===== src/rtl/nes_fetch_sequencer.sv =====
// 6502-style fetch/control-flow sequencer: reset-vector load, opcode fetch, relative branches,
// JMP abs/ind, NOP and flag ops with cycle-true timing; any other opcode is flagged as illegal.
module nes_fetch_sequencer #(
    parameter int unsigned CLK_DIV      = 12,
    parameter logic [15:0] RESET_VECTOR = 16'hFFFC,
    parameter bit          ILLEGAL_STOP = 1'b0
) (
    input  logic        clock,
    input  logic        reset,
    input  logic [7:0]  dataIn,
    input  logic        flag_load,
    input  logic [3:0]  flag_in,
    output logic [15:0] addressOut,
    output logic        rw,
    output logic        sync,
    output logic        illegal,
    output logic        halted,
    output logic [3:0]  flags
);
    localparam int unsigned      DIV_W    = (CLK_DIV > 1) ? $clog2(CLK_DIV) : 1;
    localparam logic [DIV_W-1:0] DIV_LAST = DIV_W'(CLK_DIV - 1);

    typedef enum logic [3:0] {
        S_RST_LO, S_RST_HI, S_FETCH, S_NOP2, S_BR_OFF, S_BR_TAKE,
        S_BR_FIX, S_OP_LO, S_OP_HI, S_IND_LO, S_IND_HI, S_HALT
    } state_t;

    state_t           state_q, state_d;
    logic [DIV_W-1:0] div_q, div_d;
    logic [15:0]      pc_q, pc_d, ptr_q, ptr_d;
    logic [7:0]       op_q, op_d, lo_q, lo_d, off_q, off_d;
    logic [3:0]       flags_q, flags_d, flags_op_s;
    logic             sync_q, sync_d, illegal_q, illegal_d, halted_q, halted_d;
    logic             tick_s, cond_s, cross_s;
    logic [8:0]       pcl_sum_s;

    // Master-clock divider producing the one-clock CPU tick
    always_comb begin
        tick_s = (div_q == DIV_LAST);
        if (tick_s) begin
            div_d = {DIV_W{1'b0}};
        end else begin
            div_d = div_q + DIV_W'(1);
        end
    end

    // Branch condition select and low-byte target add with page-cross detection
    always_comb begin
        case (op_q[7:6])
            2'b00:   cond_s = flags_q[3];
            2'b01:   cond_s = flags_q[2];
            2'b10:   cond_s = flags_q[0];
            2'b11:   cond_s = flags_q[1];
            default: cond_s = 1'b0;
        endcase
        pcl_sum_s = {1'b0, pc_q[7:0]} + {1'b0, off_q};
        // A negative offset crosses a page when the 8-bit add does NOT carry
        if (off_q[7]) begin
            cross_s = ~pcl_sum_s[8];
        end else begin
            cross_s = pcl_sum_s[8];
        end
    end

    // Next-state and datapath update, applied only on ticks
    always_comb begin
        state_d    = state_q;
        pc_d       = pc_q;
        ptr_d      = ptr_q;
        op_d       = op_q;
        lo_d       = lo_q;
        off_d      = off_q;
        flags_d    = flags_q;
        flags_op_s = flags_q;
        sync_d     = sync_q;
        illegal_d  = illegal_q;
        halted_d   = halted_q;
        if (tick_s) begin
            illegal_d = 1'b0;
            case (state_q)
                S_RST_LO: begin
                    lo_d    = dataIn;
                    state_d = S_RST_HI;
                end
                S_RST_HI: begin
                    pc_d    = {dataIn, lo_q};
                    state_d = S_FETCH;
                end
                S_FETCH: begin
                    op_d = dataIn;
                    pc_d = pc_q + 16'd1;
                    case (dataIn)
                        8'h10, 8'h30, 8'h50, 8'h70,
                        8'h90, 8'hB0, 8'hD0, 8'hF0: state_d = S_BR_OFF;
                        8'h4C, 8'h6C:               state_d = S_OP_LO;
                        8'hEA:                      state_d = S_NOP2;
                        8'h18: begin
                            flags_op_s[0] = 1'b0;
                            state_d       = S_NOP2;
                        end
                        8'h38: begin
                            flags_op_s[0] = 1'b1;
                            state_d       = S_NOP2;
                        end
                        8'hB8: begin
                            flags_op_s[2] = 1'b0;
                            state_d       = S_NOP2;
                        end
                        default: begin
                            illegal_d = 1'b1;
                            if (ILLEGAL_STOP) begin
                                state_d = S_HALT;
                            end else begin
                                state_d = S_FETCH;
                            end
                        end
                    endcase
                end
                S_NOP2: state_d = S_FETCH;
                S_BR_OFF: begin
                    off_d = dataIn;
                    pc_d  = pc_q + 16'd1;
                    if (cond_s == op_q[5]) begin
                        state_d = S_BR_TAKE;
                    end else begin
                        state_d = S_FETCH;
                    end
                end
                S_BR_TAKE: begin
                    pc_d = {pc_q[15:8], pcl_sum_s[7:0]};
                    if (cross_s) begin
                        state_d = S_BR_FIX;
                    end else begin
                        state_d = S_FETCH;
                    end
                end
                S_BR_FIX: begin
                    if (off_q[7]) begin
                        pc_d[15:8] = pc_q[15:8] - 8'd1;
                    end else begin
                        pc_d[15:8] = pc_q[15:8] + 8'd1;
                    end
                    state_d = S_FETCH;
                end
                S_OP_LO: begin
                    lo_d    = dataIn;
                    pc_d    = pc_q + 16'd1;
                    state_d = S_OP_HI;
                end
                S_OP_HI: begin
                    if (op_q == 8'h4C) begin
                        pc_d    = {dataIn, lo_q};
                        state_d = S_FETCH;
                    end else begin
                        ptr_d   = {dataIn, lo_q};
                        state_d = S_IND_LO;
                    end
                end
                S_IND_LO: begin
                    lo_d    = dataIn;
                    state_d = S_IND_HI;
                end
                S_IND_HI: begin
                    pc_d    = {dataIn, lo_q};
                    state_d = S_FETCH;
                end
                S_HALT:  state_d = S_HALT;
                default: state_d = S_HALT;
            endcase
            flags_d  = flag_load ? flag_in : flags_op_s;
            sync_d   = (state_d == S_FETCH);
            halted_d = (state_d == S_HALT);
        end else begin
            illegal_d = illegal_q;
        end
    end

    // Sequencer registers; reset abandons any instruction in flight
    always_ff @(posedge clock or posedge reset) begin
        if (reset) begin
            div_q     <= {DIV_W{1'b0}};
            state_q   <= S_RST_LO;
            pc_q      <= 16'h0000;
            ptr_q     <= 16'h0000;
            op_q      <= 8'h00;
            lo_q      <= 8'h00;
            off_q     <= 8'h00;
            flags_q   <= 4'h0;
            sync_q    <= 1'b0;
            illegal_q <= 1'b0;
            halted_q  <= 1'b0;
        end else begin
            div_q     <= div_d;
            state_q   <= state_d;
            pc_q      <= pc_d;
            ptr_q     <= ptr_d;
            op_q      <= op_d;
            lo_q      <= lo_d;
            off_q     <= off_d;
            flags_q   <= flags_d;
            sync_q    <= sync_d;
            illegal_q <= illegal_d;
            halted_q  <= halted_d;
        end
    end

    // Bus address by state; the indirect high-byte read wraps within the pointer's page
    always_comb begin
        case (state_q)
            S_RST_LO: addressOut = RESET_VECTOR;
            S_RST_HI: addressOut = RESET_VECTOR + 16'd1;
            S_IND_LO: addressOut = ptr_q;
            S_IND_HI: addressOut = {ptr_q[15:8], ptr_q[7:0] + 8'd1};
            default:  addressOut = pc_q;
        endcase
    end

    assign rw      = 1'b1;
    assign sync    = sync_q;
    assign illegal = illegal_q;
    assign halted  = halted_q;
    assign flags   = flags_q;

endmodule


===== config.mk =====
export PLATFORM = sky130hd
export DESIGN_NAME = nes_fetch_sequencer
export DESIGN_NICKNAME = d
export VERILOG_FILES = /design/src/rtl/nes_fetch_sequencer.sv
export SDC_FILE = /design/constraint.sdc
export NUM_CORES = 1
export LEC_CHECK = 0
export CORE_MARGIN = 4
export CORE_UTILIZATION = 46
export DETAILED_ROUTE_END_ITERATION = 7
export GPL_ROUTABILITY_DRIVEN = 0
export PLACE_DENSITY_LB_ADDON = 0.2
export SKIP_LAST_GASP = 1
export SYNTH_ARGS = -nofsm -noshare
export SYNTH_HDL_FRONTEND = slang
export SYNTH_SLANG_ARGS = --single-unit

===== constraint.sdc =====
create_clock -name clock -period 2.26 [get_ports clock]
set_clock_uncertainty 0.05 [all_clocks]
set_input_delay 0.226 -clock clock [delete_from_list [all_inputs] [get_ports clock]]
set_output_delay 0.226 -clock clock [all_outputs]
set_load 0.1 [all_outputs]

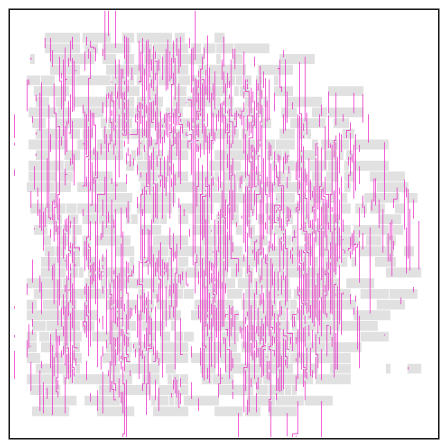
Figure 1: M2 wires.
Cells faint in the background.
552 nets have wire on it. The wires run mostly vertical. The layer carries 6,660 µm of wire.

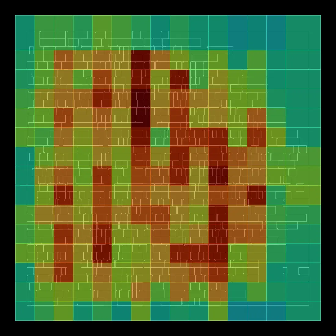
Figure 2: track usage over the die.
most used routing layer: met2
routed length per instance: 18.66 µm
met2 capacity usage during global routing: 0.3776

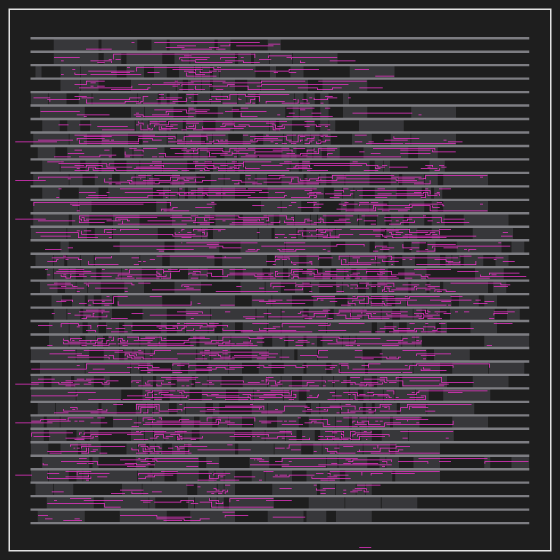
Figure 3: metal 1.
Supply wires on this layer in gray. Cells faint in the background.
The layer carries 5,760 µm of wire. The longest straight run is 28.5 µm. 577 nets have wire on it.

==> out/results.txt <==
run status: finished, violations left
violations in the final reports: setup timing
smallest hold slack: 203.3 ps
count of input and output buffers: 37
length in cells of the worst reg-to-reg path: 8
post-synthesis register bit count: 71
unrepaired setup endpoints after global routing: true
count of warning messages emitted by the tools: 29
post-synthesis sequential area ratio: 0.3782
Sequential Power Share: 0.421
non-filler instance count after layout: 731
clock share of power: 0.273
reg2reg end: sync
Synth warnings: 0
Combinational Power Share: 0.306
total nets after synthesis: 531
switching power share of the total: 0.3367
initial antenna violation count: 0
yosys synthesis chip area: 4698 µm²
fmax: 441.0 MHz
detailed router's first-iteration violation count: 285
core box area: 9864 µm²
worst setup margin: -7.797 ps
via count: 4,302
share of synthesized registers carrying an async set or reset: 1.000
data arrival time of the critical path: 2450 ps
global-route total usage across every layer: 0.2382
Post-Place Worst Slack: -168.3 ps
Gates resized, CTS repair: 22
final antenna diode count: 0
power in sequential cells: 1.41 mW
count of pins on the block boundary: 39
cell count after synthesis: 497
clock buffers created by TritonCTS: 9
EDFF count, synth: 0
HPWL after detailed placement: 9.943 mm
R2R Path Start: pc_q[0]
Logic cell area: 3014 µm²
clock root buffer: sky130_fd_sc_hd__clkbuf_8
clock edge transition at the registers on the reported setup and hold paths: 70 ps
grt total ovfl: 0
global-route wire length before repair: 21.66 mm
final setup vio count: 2
Area Overhead vs Synth: 35.93%
largest net degree at the start of global routing: 31
worst supply voltage drop on vdd: 0.4239 mV
critical path launch point type: flip-flop
combinational-cell power consumption: 1.02 mW
final cells by class:
| cell class | instances | area share |
|---|---|---|
| Inverter | 17 | 0.009992 |
| Clock buffer | 14 | 0.02547 |
| Tap cell | 133 | 0.02606 |
| Clock inverter | 1 | 0.0007837 |
| Timing Repair Buffer | 117 | 0.1857 |
| Multi-Input combinational cell | 378 | 0.4720 |
| Sequential cell | 71 | 0.2800 |
critical path: stages, from the launching register on:
cell and delay [ps]:
sky130_fd_sc_hd__dfrtp_1 390, sky130_fd_sc_hd__ha_2 200, sky130_fd_sc_hd__fa_2 360, sky130_fd_sc_hd__a211oi_2 280
sky130_fd_sc_hd__o21ai_1 100, sky130_fd_sc_hd__a31oi_1 220, sky130_fd_sc_hd__xnor2_1 180, sky130_fd_sc_hd__a211oi_2 110
sky130_fd_sc_hd__a32o_1 260
through the flow:
stage / TNS, ps / power (mW)
6_report: -12.96 / 3.354
5_1_grt: -1123 / 3.512
4_1_cts: -167.0 / 3.305
3_5_place_dp: -442.2 / 2.378
3_3_place_gp: -307.7 / 2.361
2_1_floorplan: -507.3 / 2.041
state kept, by name, summed over array words and instances (netlist names):
register,cells
state_q,4
halted,1
flags,4
sync,1
ptr_q,16
pc_q,16
op_q,8
lo_q,8
div_q,4
illegal,1
off_q,8
layer usage:
metal,GRT usage,up-vias
li1,-,2027
met1,0.3129,2093
met2,0.3776,149
met3,0.03789,33
met4,0.1253,0
met5,0,-
worst max-delay path by stage:
stage                          to  slack (ps)  depth (start not counted)
floorplan           addressOut[2]        -180                          7
global placement             sync        -130                          8
detailed placement        pc_q[6]        -170                          8
finish                       sync          -8                          8
global route              pc_q[6]        -110                          8
CTS                      pc_q[12]         -60                          7
logic make-up (layout without fill, tap and decap cells):
group / after synthesis / after routing / share of synthesized area
simple gates: 155 / 155 / 0.1744
other cells: 1 / 1 / 0.0007982
compound gates: 139 / 139 / 0.1936
xor+xnor: 19 / 19 / 0.03542
fa+ha+maj: 19 / 19 / 0.05379
flops: 71 / 71 / 0.3782
buf+inv: 48 / 149 / 0.04607
mux: 45 / 45 / 0.1177
placed cells by master, fill, tap and decap left out, types with 7 or more instances in the layout:
cell type	Yosys	layout
sky130_fd_sc_hd__buf_4	2	77
sky130_fd_sc_hd__dfrtp_1	71	62
sky130_fd_sc_hd__nand2_1	34	34
sky130_fd_sc_hd__mux2_2	32	32
sky130_fd_sc_hd__o21ai_0	32	29
sky130_fd_sc_hd__nor2_1	36	28
sky130_fd_sc_hd__a21oi_1	33	28
sky130_fd_sc_hd__buf_12	1	20
sky130_fd_sc_hd__nand3_1	19	18
sky130_fd_sc_hd__inv_1	17	16
sky130_fd_sc_hd__clkdlybuf4s50_1	0	14
sky130_fd_sc_hd__xnor2_1	14	13
sky130_fd_sc_hd__ha_1	17	12
sky130_fd_sc_hd__clkbuf_8	0	11
sky130_fd_sc_hd__nand2b_1	15	10
sky130_fd_sc_hd__mux2_4	10	10
sky130_fd_sc_hd__nor3_1	9	9
sky130_fd_sc_hd__dfrtp_2	0	9
sky130_fd_sc_hd__o22a_2	0	8
sky130_fd_sc_hd__nor2b_1	7	7
sky130_fd_sc_hd__nand4_1	7	7
sky130_fd_sc_hd__a31oi_1	10	7
No activity file was given, so power comes from the tool's default toggle rates.
